**src/rtl/reg_bank_rd2_wr1.sv**
```systemverilog
// 32x32 register bank, two registered read ports, one write port.
// A post-reset sweep clears every entry before the bank reports ready.
module reg_bank_rd2_wr1 #(
  parameter int DATA_W = 32,
  parameter int ADDR_W = 5
) (
  input  logic              clk,
  input  logic              reset,
  input  logic              RegWrite,
  input  logic [ADDR_W-1:0] WriteReg,
  input  logic [DATA_W-1:0] WriteData,
  input  logic [ADDR_W-1:0] ReadReg1,
  input  logic [ADDR_W-1:0] ReadReg2,
  output logic [DATA_W-1:0] ReadData1,
  output logic [DATA_W-1:0] ReadData2,
  output logic              ready
);

  localparam int DEPTH = 1 << ADDR_W;

  typedef enum logic {CLEAR, RUN} state_e;

  state_e            state_q, state_d;
  logic [ADDR_W-1:0] cnt_q, cnt_d;
  logic [DATA_W-1:0] rd1_q, rd1_d;
  logic [DATA_W-1:0] rd2_q, rd2_d;
  logic [DATA_W-1:0] mem_q [DEPTH];

  logic              we;
  logic [ADDR_W-1:0] wa;
  logic [DATA_W-1:0] wd;

  always_comb begin
    state_d = state_q;
    cnt_d   = cnt_q;
    rd1_d   = '0;
    rd2_d   = '0;
    we      = 1'b0;
    wa      = cnt_q;
    wd      = '0;
    case (state_q)
      CLEAR: begin
        we = 1'b1;
        if (cnt_q == '1) state_d = RUN;
        else cnt_d = cnt_q + 1'b1;
      end
      RUN: begin
        we = RegWrite && (WriteReg != '0);
        wa = WriteReg;
        wd = WriteData;
        // Same-edge write is forwarded so the reader sees the new word
        if (ReadReg1 != '0)
          rd1_d = (we && WriteReg == ReadReg1) ?
                  WriteData : mem_q[ReadReg1];
        if (ReadReg2 != '0)
          rd2_d = (we && WriteReg == ReadReg2) ?
                  WriteData : mem_q[ReadReg2];
      end
      default: ;
    endcase
  end

  always_ff @(posedge clk or negedge reset) begin
    if (!reset) begin
      state_q <= CLEAR;
      cnt_q   <= '0;
      rd1_q   <= '0;
      rd2_q   <= '0;
    end else begin
      state_q <= state_d;
      cnt_q   <= cnt_d;
      rd1_q   <= rd1_d;
      rd2_q   <= rd2_d;
    end
  end

  always_ff @(posedge clk) begin
    if (we) mem_q[wa] <= wd;
  end

  assign ReadData1 = rd1_q;
  assign ReadData2 = rd2_q;
  assign ready     = (state_q == RUN);

endmodule

```
**config.mk**
```make
export PLATFORM = sky130hd
export DESIGN_NAME = reg_bank_rd2_wr1
export DESIGN_NICKNAME = d
export VERILOG_FILES = /design/src/rtl/reg_bank_rd2_wr1.sv
export SDC_FILE = /design/constraint.sdc
export NUM_CORES = 1
export LEC_CHECK = 0
export CAP_MARGIN = 20
export CORE_MARGIN = 2
export CORE_UTILIZATION = 25
export DETAILED_ROUTE_END_ITERATION = 10
export GPL_TIMING_DRIVEN = 0
export PLACE_DENSITY = 0.4
export RECOVER_POWER = 50
export SETUP_SLACK_MARGIN = 0.15
export SLEW_MARGIN = 20
export SYNTH_ARGS = -nofsm -noshare
export SYNTH_HDL_FRONTEND = slang
export SYNTH_SLANG_ARGS = --single-unit
```
**constraint.sdc**
```tcl
create_clock -name clk -period 3.5 [get_ports clk]
set_input_delay 0.35 -clock clk [delete_from_list [all_inputs] [get_ports clk]]
set_output_delay 0.35 -clock clk [all_outputs]
set_load 0.005 [all_outputs]
```
Routed metal, one colour a layer:
Bar = 100 um.
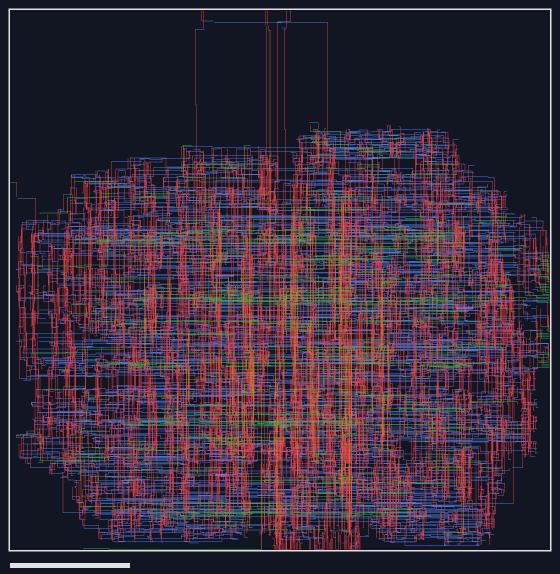
colour	layer	wire length
orange	met4	6650 um
red	met2	94.5 mm
purple	met5	35.0 um
blue	met1	85.4 mm
green	met3	17600 um

The clock network:
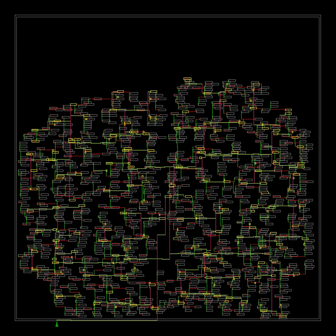
clk_buf instances: 164
Num CTS Buffers: 130

Routed clock nets over the placement:
Bar = 100 um.
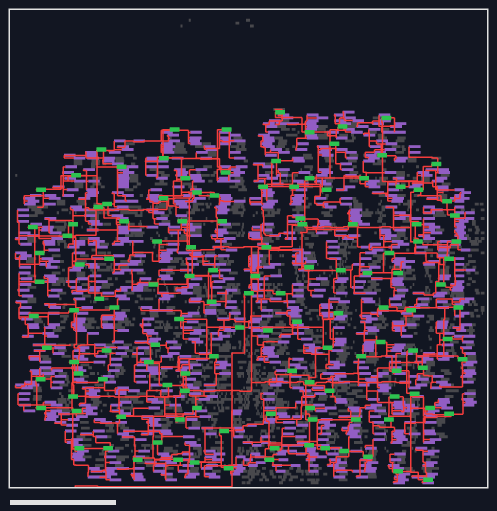
[purple] flip-flops | count: 1094
[red] clock wires | length: 15400 um
[green] cells driving clock nets | count: 130
routed clock nets	131

PDN straps and rails:
Bar = 100 um. Pins as bars on the die edge.
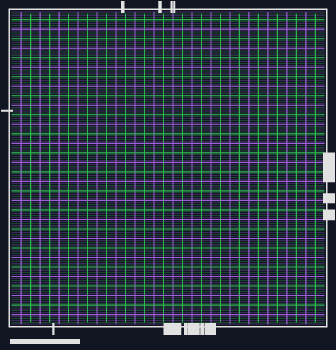
colour	net
purple	VSS
green	VDD
met4 straps	32
signal pins	115
met1 rails	165

Placement by cell class:
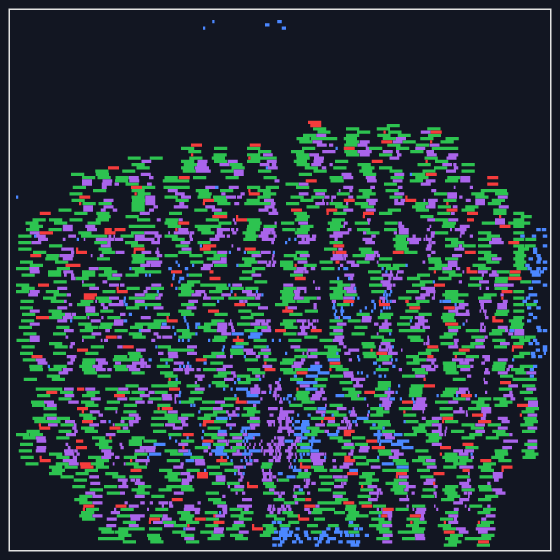
colour	class	cells	share of their area
blue	other buffers and delay cells	410	6.4%
purple	all other logic	1233	30%
green	flip-flops	1094	57%
red	clock drivers and dummy loads	226	7.1%

==> metrics.cfg <==
[final_layout]
sh_seq_area_pct = 53.7
bufAreaShareNonClock_pct = 6.03
multiInputGateArea_mm2 = 0.0170
fillerInstances = 19472
mostFrequentLayoutCells = edfxtp_1 (1024), mux4_2 (512), clkbuf_16 (132), clkbuf_1 (104), mux2i_1 (100)
largest_class = registers
nets = 2921
n_antenna_cell = 4

[min_path]
hp-class = input port to register

[synthesis]
synth.top_cell.area_share_pct = 61.4
syn_inst = 2530
edf_count = 1024
async_flop_share_pct = 6.40
xor_share_pct = 0.227
synth_flops = 1094
ys_cells = 2530
simple_gate_share_pct = 2.42
ys_seq_share_pct = 64.9

[floorplan]
std_cell_rows = 164
die_width_um = 452

[power_and_ir_drop]
power_frac_comb_pct = 9.9
ir_worst_vdd_v = 0.000462
p_clk_mw = 13.2
comb-power_mw = 3.03
p_int_mw = 23.2

[routing]
wire_per_inst_um = 36.3
m1WireLength_um = 85400
vias_per_cell = 5.33
vias = 29958
wl_met3_um = 17600

[run]
tool_warnings = 29
cap_violations = 1

[global_routing]
busiest_layer = met2
use_met2_pct = 31.1

[critical_path]
crit_path_end = ReadData2[26]$_DFF_PN0_
path_max_fanout = 10
worst-r2r-setup-slack_ns = 0.18
crit_path_start_kind = input port
required_ns = 4.15
reg2reg_to = mem_q[19][22]$_DFFE_PP_

[timing]
tightest_slew_ns = 1.67
fin_worst_skew_ns = 0.0281
setup_viol_count_final = 0
final_max_slew_viol_count = 33

[clock_network]
cts.sinks = 1094
root_buffer = clkbuf_16

[place]
portBuffers = 105
gp_congestion = 0.851
placed_area_mm2 = 0.0565

[outcome]
outcome = finished with violations
violations = capacitance limit, slew limit

cells by family (layout without fill, tap and decap cells):
kind of cell / count (synthesis) / after routing
and+or+nand+nor: 264 / 264
other: 0 / 4
xor gates and xnor gates: 13 / 13
adders and majority gates: 2 / 2
AOI/OAI and AO/OA: 270 / 270
buffers and inverters: 208 / 641
muxes: 679 / 679
DFF: 1094 / 1094
worst max-delay path: stages:
cell      delay, ns
buf_2          0.34
buf_4          0.37
buf_2          0.65
buf_4          0.52
clkbuf_2       0.45
a211oi_1       0.20
a211oi_1       0.83
a221o_1        0.39
registers in the layout, indices dropped and copies added (netlist names):
register and flops:
ReadData1 32, ReadData2 32, cnt_q 5, mem_q 1024
ready 1
